## src/rtl/pc_sequencer.sv

```systemverilog
// ---------------------------------------------------------------------------
// pc_sequencer
// Next-PC controller for the 16-bit word-addressed core. Walks the external
// Pc register through FETCH/EXEC, runs the instruction-fetch handshake and
// selects the next PC among sequential, branch, jump, interrupt entry and
// return-from-interrupt.
//
// The external Pc register loads PcNext on every Clk edge, so whenever the
// PC must not move this block drives PcNext = PcCurrent.
//
// Ports:
//   Clk          in   system clock, rising edge
//   RstN         in   asynchronous active-low reset
//   PcCurrent    in   [15:0] current PC (Pc.PcOutput)
//   PcNext       out  [15:0] next PC (Pc.PcInput), combinational
//   FetchReq     out  fetch request, address = PcCurrent (registered)
//   FetchAck     in   imem accepts/returns the instruction this cycle
//   Stall        in   hold EXEC
//   BranchTaken  in   conditional branch resolved taken
//   BranchOffset in   [15:0] signed word offset
//   Jump         in   absolute jump
//   JumpTarget   in   [15:0] absolute target
//   Reti         in   return from interrupt
//   Halt         in   halt instruction
//   Irq          in   level interrupt request
//   IrqAck       out  one-cycle pulse per interrupt entry (registered)
//   State        out  [1:0] 00 RESET, 01 FETCH, 10 EXEC, 11 HALTED
// ---------------------------------------------------------------------------
module pc_sequencer #(
    parameter logic [15:0] RESET_VECTOR = 16'h0000,
    parameter logic [15:0] IRQ_VECTOR   = 16'h0010
) (
    input  logic        Clk,
    input  logic        RstN,
    input  logic [15:0] PcCurrent,
    output logic [15:0] PcNext,
    output logic        FetchReq,
    input  logic        FetchAck,
    input  logic        Stall,
    input  logic        BranchTaken,
    input  logic [15:0] BranchOffset,
    input  logic        Jump,
    input  logic [15:0] JumpTarget,
    input  logic        Reti,
    input  logic        Halt,
    input  logic        Irq,
    output logic        IrqAck,
    output logic [1:0]  State
);

    typedef enum logic [1:0] {
        ST_RESET  = 2'b00,
        ST_FETCH  = 2'b01,
        ST_EXEC   = 2'b10,
        ST_HALTED = 2'b11
    } state_t;

    state_t      state_r;
    logic        fetch_req_r;
    logic        irq_ack_r;
    logic        irq_en_r;
    logic [15:0] epc_r;

    logic [15:0] seq_pc_s;
    logic [15:0] branch_pc_s;
    logic [15:0] exec_pc_s;
    logic        irq_take_s;
    logic        reti_sel_s;
    logic [15:0] pc_next_s;

    // Candidate addresses; all arithmetic wraps modulo 2^16.
    always_comb begin
        seq_pc_s    = PcCurrent + 16'd1;
        branch_pc_s = seq_pc_s + BranchOffset;
        irq_take_s  = Irq & irq_en_r;
        reti_sel_s  = Reti & ~Jump & ~BranchTaken;
        // Jump > branch > reti > sequential; also the return address saved
        // when an interrupt preempts this instruction.
        if (Jump) begin
            exec_pc_s = JumpTarget;
        end else if (BranchTaken) begin
            exec_pc_s = branch_pc_s;
        end else if (Reti) begin
            exec_pc_s = epc_r;
        end else begin
            exec_pc_s = seq_pc_s;
        end
    end

    // Next-PC select; reset overrides asynchronously so Pc loads the vector.
    always_comb begin
        pc_next_s = PcCurrent;
        if (!RstN) begin
            pc_next_s = RESET_VECTOR;
        end else begin
            case (state_r)
                ST_RESET: pc_next_s = RESET_VECTOR;
                ST_FETCH: pc_next_s = PcCurrent;
                ST_EXEC: begin
                    if (Stall) begin
                        pc_next_s = PcCurrent;
                    end else if (irq_take_s) begin
                        pc_next_s = IRQ_VECTOR;
                    end else if (Halt) begin
                        pc_next_s = PcCurrent;
                    end else begin
                        pc_next_s = exec_pc_s;
                    end
                end
                ST_HALTED: begin
                    if (irq_take_s) begin
                        pc_next_s = IRQ_VECTOR;
                    end else begin
                        pc_next_s = PcCurrent;
                    end
                end
                default: pc_next_s = RESET_VECTOR;
            endcase
        end
    end

    // Sequencer FSM with registered FetchReq/IrqAck and interrupt context.
    always_ff @(posedge Clk or negedge RstN) begin
        if (!RstN) begin
            state_r     <= ST_RESET;
            fetch_req_r <= 1'b0;
            irq_ack_r   <= 1'b0;
            irq_en_r    <= 1'b1;
            epc_r       <= 16'h0000;
        end else begin
            irq_ack_r <= 1'b0;
            case (state_r)
                ST_RESET: begin
                    state_r     <= ST_FETCH;
                    fetch_req_r <= 1'b1;
                end
                ST_FETCH: begin
                    if (FetchAck) begin
                        state_r     <= ST_EXEC;
                        fetch_req_r <= 1'b0;
                    end else begin
                        state_r     <= ST_FETCH;
                        fetch_req_r <= 1'b1;
                    end
                end
                ST_EXEC: begin
                    if (Stall) begin
                        state_r <= ST_EXEC;
                    end else if (irq_take_s) begin
                        // A halt preempted by the interrupt resumes after itself.
                        epc_r       <= Halt ? seq_pc_s : exec_pc_s;
                        irq_en_r    <= 1'b0;
                        irq_ack_r   <= 1'b1;
                        state_r     <= ST_FETCH;
                        fetch_req_r <= 1'b1;
                    end else if (Halt) begin
                        state_r <= ST_HALTED;
                    end else begin
                        if (reti_sel_s) begin
                            irq_en_r <= 1'b1;
                        end else begin
                            irq_en_r <= irq_en_r;
                        end
                        state_r     <= ST_FETCH;
                        fetch_req_r <= 1'b1;
                    end
                end
                ST_HALTED: begin
                    if (irq_take_s) begin
                        epc_r       <= seq_pc_s;
                        irq_en_r    <= 1'b0;
                        irq_ack_r   <= 1'b1;
                        state_r     <= ST_FETCH;
                        fetch_req_r <= 1'b1;
                    end else begin
                        state_r <= ST_HALTED;
                    end
                end
                default: begin
                    state_r     <= ST_RESET;
                    fetch_req_r <= 1'b0;
                end
            endcase
        end
    end

    assign PcNext   = pc_next_s;
    assign FetchReq = fetch_req_r;
    assign IrqAck   = irq_ack_r;
    assign State    = state_r;

endmodule

```

## config.mk

```make
export PLATFORM = sky130hd
export DESIGN_NAME = pc_sequencer
export DESIGN_NICKNAME = d
export VERILOG_FILES = /design/src/rtl/pc_sequencer.sv
export SDC_FILE = /design/constraint.sdc
export NUM_CORES = 1
export LEC_CHECK = 0
export CAP_MARGIN = 25
export CORE_UTILIZATION = 45
export CTS_BUF_LIST = sky130_fd_sc_hd__clkbuf_8 sky130_fd_sc_hd__clkbuf_16
export CTS_CLUSTER_DIAMETER = 150
export CTS_CLUSTER_SIZE = 25
export DETAILED_ROUTE_END_ITERATION = 10
export PLACE_DENSITY = 0.74
export SYNTH_ARGS = -nofsm -noshare
export SYNTH_HDL_FRONTEND = slang
export SYNTH_SLANG_ARGS = --single-unit
```

## constraint.sdc

```tcl
create_clock -name Clk -period 3.6 [get_ports Clk]
set_input_delay 0.36 -clock Clk [delete_from_list [all_inputs] [get_ports Clk]]
set_output_delay 0.36 -clock Clk [all_outputs]
set_load 0.01 [all_outputs]
```

**Run 1: logic cells by family**

The bar under the picture is 20 µm long.
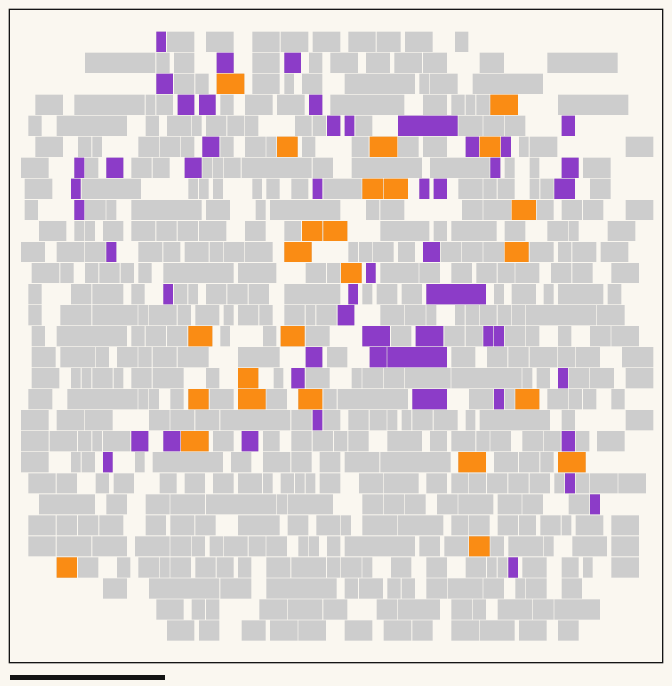
[orange] non-inverting ao/oa cells | cells: 25
[purple] nor cells | cells: 52

**Run 1: cell area per tile**

The die is cut into 8 by 8 equal tiles; dark blue is low, red is high, 0 to 100% covered.
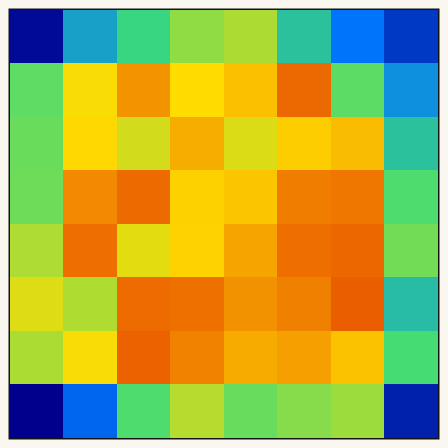
fullest tile: 89%
nearly empty tiles: 1.6%
emptiest ninth of the die: upper right
tiles over 75% full: 45%
mean over tiles: 65%

**Run 1: metal layers overlaid**

The bar under the picture is 20 µm long.
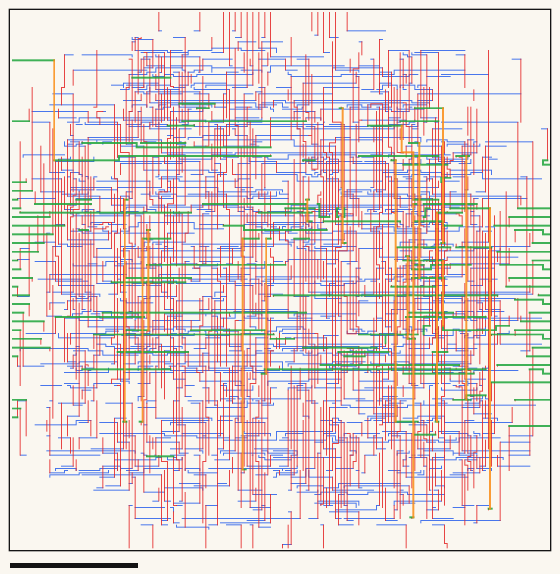
[orange] M4 | wire length: 462 µm
[green] M3 | wire length: 902 µm
[red] M2 | wire length: 5,550 µm
[blue] M1 | wire length: 4,480 µm

**Run 1: routing congestion map**

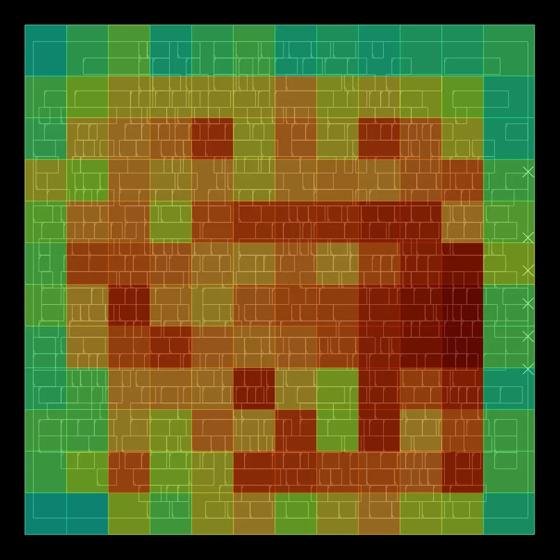
Util after Layout: 0.727
met3 usage: 0.0403
met1 global-route usage: 0.392
Most Crowded Layer GR: met2

==> flow_metrics.py, run 1 <==
# Flow results
metrics = {
    "setup_path": {
        "cp_max_fo": 5,
        "reg2reg_depth": 6,
        "cp_cell_sequence": "clkdlybuf4s15_1, buf_4, nand3_4, buf_4, nor4_4, xor2_2, ha_1, buf_4, a21oi_1, o21a_1, nand4_1, o311a_1, and4_1, o21ai_1, buf_2",
        "reg2reg_from": "State[0]",
        "crit_path_max_incr_delay_ns": 0.32,
        "arrival_ns": 3.11,
        "rrSetupSlack_ns": 1.38,
        "setup.worst_path.start_class": "input pin",
        "critPathMostFrequentCell": "buf_4",
        "critical_path_class": "input pin to output pin",
        "end_kind": "output pin",
        "worstPathRequired_ns": 3.24,
    },
    "sta": {
        "setup_viol": 0,
        "period_used_share": 0.963,
        "hold_violations": 0,
        "slew-limit-headroom": 0.526,
        "fin_ws_ns": 0.135,
        "fmax_mhz": 289,
        "final_max_slew_viol_count": 0,
        "fin_crit_ns": 3.47,
        "tightest_slew_ns": 0.704,
        "fin_skew_ns": 0.00844,
    },
    "synthesis": {
        "top_cells_by_count": "nand2_1 (52), a21oi_1 (31), o21ai_0 (30), nor2_1 (23)",
        "edf_count": 0,
        "ys_cells": 399,
        "top_logic_kind": "AND-OR/OR-AND gates",
        "yosysWarnings": 0,
        "syn_nets": 477,
        "yosys.area_share.aoi": 0.319,
        "topCellsByArea": "dfrtp_1 (16%), ha_1 (8.2%), nand2_1 (6.4%), a21oi_1 (5.1%), o21ai_0 (4.9%)",
        "synth_flops": 21,
        "syn_area_mm2": 0.00305,
        "xor_area_frac": 0.0709,
        "synthFlopType": "dfrtp_1",
        "mux_share": 0.0267,
        "yosysUniqueCellTypes": 68,
        "ys_seq_frac": 0.173,
        "synth-simple-area-share": 0.262,
        "synth_area_per_cell_um2": 7.65,
    },
    "route": {
        "dr_total_vias": 3906,
        "drc_errors": 12,
        "drt_wl_total_mm": 11.4,
        "vias_per_cell": 6.20,
        "wl_per_cell_um": 18.1,
        "drt-initial-drc-count": 328,
        "drt-pass1-iter-count": 8,
    },
    "die": {
        "rows": 29,
        "die_h_um": 84.4,
        "initial_utilization": 0.472,
        "die_w_um": 84.4,
        "pin_count": 77,
    },
    "flow_run": {
        "warning_count": 30,
    },
    "global_routing": {
        "grt_use_total": 0.318,
        "antenna_found_initial": 0,
        "grt_max_degree": 36,
        "grt_overflow": 0,
        "grt_pass1_wl_mm": 18.1,
        "gr-usage-met2": 0.569,
        "first_global_vias": 3836,
    },
    "worst_hold_path": {
        "hp-start": "epc_r[2]",
        "hold_path_class": "flip-flop to flip-flop",
        "holdPathEnd": "epc_r[2]",
    },
    "clock_network": {
        "clock_latency_ns": 0.27,
        "cts.clk_slew.worst_paths_ns": 0.08,
        "cts_sinks": 21,
        "cts_tree": "built",
        "numCtsBuffers": 3,
        "cts_buffer_depth": 2,
    },
    "placement": {
        "post-place-ws_ns": -0.693,
        "dp.cells": 606,
        "place.gp.congestion": 0.946,
    },
    "pwr": {
        "power_density_mw_per_mm2": 340,
        "power.leakage_nw": 2.01,
        "total_power_w": 0.00160,
        "ir_drop_mv": 0.300,
    },
    "status": {
        "outcome": "finished, violations left",
        "violations": "design-rule violations",
    },
    "layout": {
        "n_antenna_cell": 0,
        "syn2layout_area_growth_pct": 53.8,
        "nNetsFinal": 632,
        "layout.cells.non_filler": 630,
        "drive_gt1_frac": 0.282,
    },
}
==> run 1: worst max-delay path, delay by kind of cell <==
family,cells,cell delay [ns]
fa+ha+maj,1,0.30
xor+xnor,1,0.25
buf+inv,5,0.93
compound gates,4,0.51
simple gates,4,0.74
==> run 1: stage by stage <==
step / area (µm²) / setup TNS (ns) / hold WS (ns)
finish: 4690 / 0 / 0.499
global route: 4690 / -0.0288 / 0.525
CTS: 4650 / 0 / 0.500
detailed placement: 4340 / -5.70 / 0.481
global placement: 4340 / -5.19 / 0.463
floorplan: 3050 / 0 / 0.0644
==> run 1: worst max-delay path by stage <==
stage / from / to / slack [ns] / cells after the start
2_1_floorplan: PcCurrent[0] / PcNext[14] / 0.32 / 11
3_3_place_gp: PcCurrent[0] / PcNext[15] / -0.60 / 13
3_5_place_dp: PcCurrent[3] / PcNext[10] / -0.69 / 13
4_1_cts: PcCurrent[2] / PcNext[6] / 0.09 / 14
5_1_grt: PcCurrent[7] / PcNext[14] / -0.03 / 15
6_report: PcCurrent[7] / PcNext[14] / 0.13 / 15
==> run 1: logic make-up (layout without fill, tap and decap cells) <==
family          Yosys count  count (layout)
simple gates            151             151
compound gates          141             141
buf+inv                  34             188
xor+xnor                 23              23
fa+ha+maj                21              21
flops                    21              21
mux                       8               8
==> run 1: state kept, by name, indices dropped and copies added, names as in the netlist <==
name	cells
irq_en_r	1
State	2
IrqAck	1
FetchReq	1
epc_r	16
==> run 1: power by group <==
| group | switching (W) | leakage [nW] | internal [W] |
|---|---|---|---|
| clock | 0.0000922 | 0.0255 | 0.0000775 |
| combinational | 0.000497 | 1.73 | 0.000500 |
| sequential | 0.0000915 | 0.253 | 0.000338 |
| total | 0.000681 | 2.01 | 0.000915 |
==> run 1: layout by cell type, fill, tap and decap left out, types with 7 or more instances in the layout <==
cell / instances
a21oi_1: 25
a22oi_1: 7
buf_4: 91
clkbuf_2: 8
clkdlybuf4s50_1: 56
dfrtp_1: 20
dlygate4sd2_1: 8
ha_1: 15
inv_1: 14
mux2i_1: 7
nand2_1: 50
nand2b_1: 7
nand3_1: 14
nand4_1: 7
nor2_1: 22
nor2b_1: 9
nor3_1: 7
o211ai_1: 8
o21ai_0: 21
xnor2_1: 12
xor2_1: 7
==> run 1: per-layer routing <==
layer	wire length, µm	up-vias	part of all wire
li1	-	1817	-
met1	4480	1827	0.39
met2	5550	226	0.49
met3	902	36	0.079
met4	462	0	0.041
met5	0	-	0
==> run 1: final cells by class <==
class	count	area, µm²
Sequential cell	21	527
Inverter	14	52.6
Clock inverter	1	5.00
Timing Repair Buffer	170	1430
Multi-Input combinational cell	344	2540
Fill cell	497	1760
Tap cell	77	96.3
Clock buffer	3	41.3
==> run 1: repair_timing <==
item	in CTS	in global routing
setup endpoints to repair	12	8
pin swaps	21	8
hold buffers	0	0
setup buffers	16	4
gates resized	70	25
**Run 1: clock wires, drivers and flops**

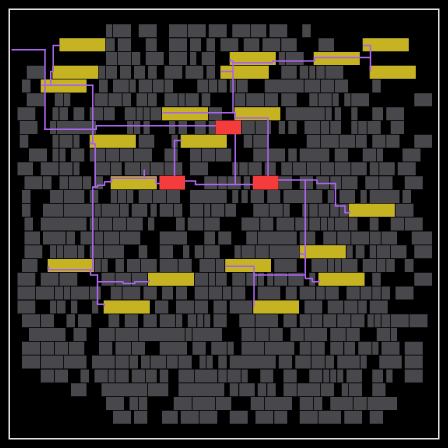

==> inputs of run 2 (changes only) <==
Settings changed: CORE_MARGIN set to 5.
**Run 2: clock wires, drivers and flops**

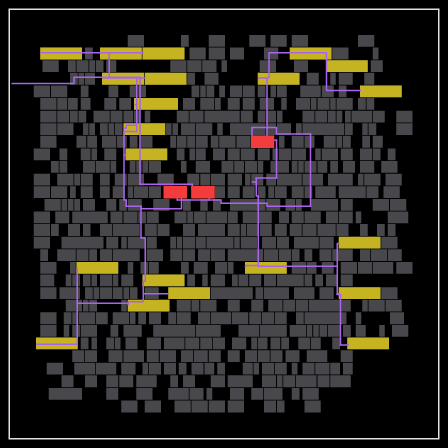
[yellow] flip-flops | count: 21
[purple] clock wires | length: 418 µm
[red] clock-net drivers | count: 3
routed clock nets: 4

**Run 2: routing congestion map**

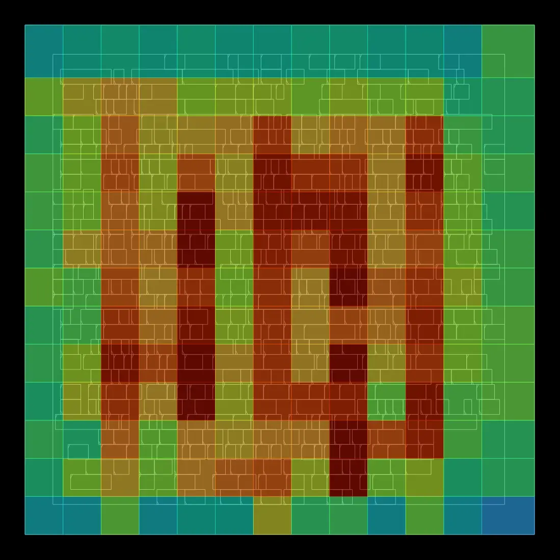
met3 usage: 0.0463
Util after Layout: 0.709
GRT Util Overall: 0.273
post-DR wirelength/cell: 19.2 µm
M2 GR Usage: 0.442

**Run 2: logic cells by family**

The bar under the picture is 20 µm long.
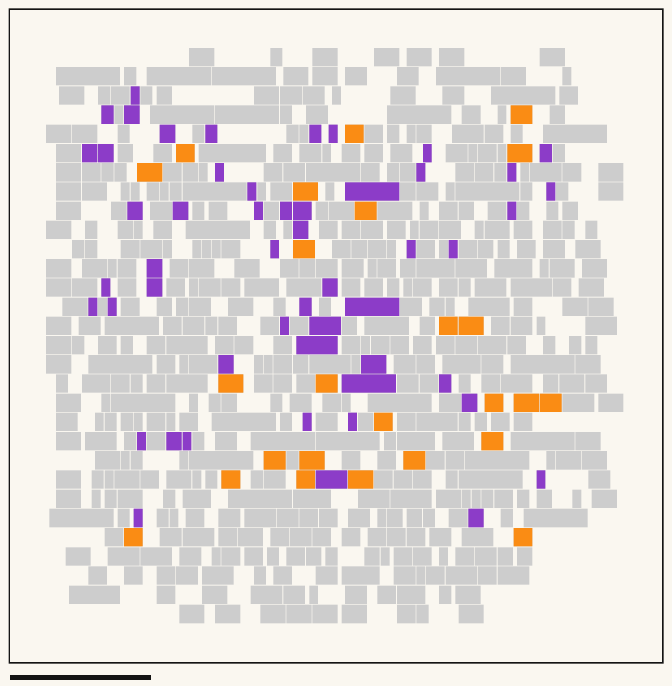
[orange] non-inverting ao/oa cells | cells: 25
[purple] nor cells | cells: 52

==> flow_metrics.py, run 2 <==
# Flow results
metrics = {
    "sta": {
        "fin_ws_ns": 0.104,
        "tightest_slew_ns": 0.604,
        "final_max_slew_viol_count": 0,
        "fin_skew_ns": 0.00209,
        "period_used_share": 0.971,
        "hold_violations": 0,
        "fin_crit_ns": 3.50,
        "slew-limit-headroom": 0.596,
        "setup_viol": 0,
        "fmax_mhz": 286,
    },
    "route": {
        "drc_errors": 0,
        "drt-initial-drc-count": 368,
        "drtAntennaViolNets": 0,
        "vias_per_cell": 6.31,
        "dr_total_vias": 3976,
        "drt-pass1-iter-count": 5,
        "drt_wl_total_mm": 12.1,
    },
    "synthesis": {
        "ys_cells": 399,
        "yosysUniqueCellTypes": 68,
        "synth.largest_area_cell": "dfrtp_1",
        "synth_area_per_cell_um2": 7.65,
        "syn_nets": 477,
        "top_cells_by_count": "nand2_1 (52), a21oi_1 (31), o21ai_0 (30), nor2_1 (23)",
        "ys_seq_frac": 0.173,
        "edf_count": 0,
        "synthFlopType": "dfrtp_1",
        "topCellsByArea": "dfrtp_1 (16%), ha_1 (8.2%), nand2_1 (6.4%), a21oi_1 (5.1%), o21ai_0 (4.9%)",
        "top_cell_area_share": 0.164,
        "async_flop_share": 1.00,
        "synth_flops": 21,
        "synth_cells": 399,
        "yosys_area_mm2": 0.00305,
        "syn_area_mm2": 0.00305,
        "top_cell": "nand2_1",
        "yosysWarnings": 0,
    },
    "placement": {
        "portBuffers": 76,
        "post-place-ws_ns": -0.690,
        "place.gp.congestion": 0.967,
        "dp.cells": 617,
        "dp_hpwl_mm": 8.61,
    },
    "clock_network": {
        "clock-root-buffer": "clkbuf_8",
        "cts_buffer_depth": 2,
        "cts_tree": "built",
        "htree_levels": 1,
        "numCtsBuffers": 3,
        "clock_latency_ns": 0.29,
        "hold_buffers": 0,
        "cts.clk_slew.worst_paths_ns": 0.10,
        "cts_sinks": 21,
    },
    "pwr": {
        "total_power_w": 0.00162,
        "power.leakage_nw": 2.02,
        "power_density_mw_per_mm2": 342,
        "ir_drop_mv": 0.228,
    },
    "status": {
        "outcome": "finished clean",
    },
    "layout": {
        "lay_top_count": "buf_4",
        "n_antenna_cell": 0,
        "fill_cells": 554,
        "syn2layout_area_growth_pct": 55.3,
        "drive_gt1_frac": 0.293,
        "largest_register_ffs": 16,
        "layout.cells.non_filler": 630,
        "top_register": "epc_r",
        "nNetsFinal": 629,
        "layout_top_cells": "buf_4 (89), clkdlybuf4s50_1 (55), nand2_1 (49)",
    },
    "die": {
        "pin_count": 77,
        "die_w_um": 92.4,
        "die_h_um": 92.4,
        "rows": 30,
        "initial_utilization": 0.457,
    },
    "setup_path": {
        "cp_max_fo": 5,
        "arrival_ns": 3.14,
        "critical_path_class": "input pin to output pin",
        "worstPathRequired_ns": 3.24,
        "end_kind": "output pin",
        "cp_cell_sequence": "clkdlybuf4s15_1, ha_4, nand2_1, buf_4, nor4_2, or2_4, ha_4, a21oi_1, o21ai_1, a21oi_2, buf_4, o21ai_2, xor2_1, a31o_2, dlygate4sd2_1",
        "setup.worst_path.start_class": "input pin",
        "cp_slowest_cell": "dlygate4sd2_1",
        "crit_path_max_incr_delay_ns": 0.28,
    },
    "worst_hold_path": {
        "hold_path_class": "input pin to async pin",
    },
    "global_routing": {
        "first_global_vias": 3922,
        "antenna_found_initial": 0,
        "grt_max_degree": 36,
        "grt_overflow": 0,
        "grt_pass1_wl_mm": 18.9,
    },
    "flow_run": {
        "maxCapViolations": 0,
        "warning_count": 30,
    },
}
run 2: cell counts after synthesis:
Identical to the previous run, type by type.
run 2: repair_timing:
| item | in CTS | in global routing |
|---|---|---|
| gates resized | 70 | 34 |
| endpoints found under the setup margin | 12 | 10 |
| gates cloned | 0 | 0 |
| pin swaps | 21 | 13 |
| buffers inserted | 8 | 1 |
run 2: report_power, final:
group	internal, W	switching [W]	leakage (nW)	total [W]
clock	0.0000791	0.000105	0.0217	0.000184
combinational	0.000496	0.000512	1.75	0.00101
sequential	0.000337	0.0000900	0.253	0.000428
total	0.000912	0.000707	2.02	0.00162
run 2: cell families (layout without fill, tap and decap cells):
group	Yosys count	count (layout)	synth area share
and+or+nand+nor	151	151	0.262
DFF	21	21	0.173
xor gates and xnor gates	23	23	0.0709
muxes	8	8	0.0267
AOI/OAI and AO/OA	141	141	0.319
adders and majority gates	21	21	0.0886
buffers and inverters	34	185	0.0611
run 2: per-layer routing:
metal,wire (µm),global-route usage,vias up,part of all wire
li1,-,-,1808,-
met1,4810,0.351,1846,0.40
met2,5490,0.442,256,0.45
met3,1200,0.0463,66,0.099
met4,596,0.129,0,0.049
met5,0,0,-,0
run 2: worst paths after layout:
path,startpoint,end,slack [ns],cells past startpoint
min in group Clk,epc_r[0],epc_r[0],0.49,2
max in group asynchronous,RstN,irq_en_r,2.82,2
max reg2reg,State[1],epc_r[13],1.16,6
max,PcCurrent[0],PcNext[13],0.10,15
min,RstN,FetchReq,0.48,2
min reg2reg,epc_r[0],epc_r[0],0.49,2
run 2: critical path: cells and delay by family:
kind            cells  cell delay [ns]
xor+xnor            1             0.16
compound gates      5             0.84
simple gates        3             0.54
fa+ha+maj           2             0.38
buf+inv             4             0.86
run 2: cell type report:
class                      instances  area, µm²  share of cell area
sequential                        21        527               0.111
multi-input combinational        344       2600               0.550
clock buffer                       3       41.3             0.00871
tap                               80        100              0.0211
inverter                          14       52.6              0.0111
clock inverter                     1       7.51             0.00158
timing repair buffer             167       1410               0.297
run 2: through the flow:
| stage | instance area, µm² | hold WS (ns) | TNS, ns |
|---|---|---|---|
| after floorplan | 3050 | 0.0644 | 0 |
| after global placement | 4390 | 0.461 | -5.47 |
| after detailed placement | 4390 | 0.471 | -5.90 |
| after CTS | 4640 | 0.493 | 0 |
| after global routing | 4740 | 0.503 | -0.0234 |
| final | 4740 | 0.475 | 0 |
Power and IR drop assume default switching activity.
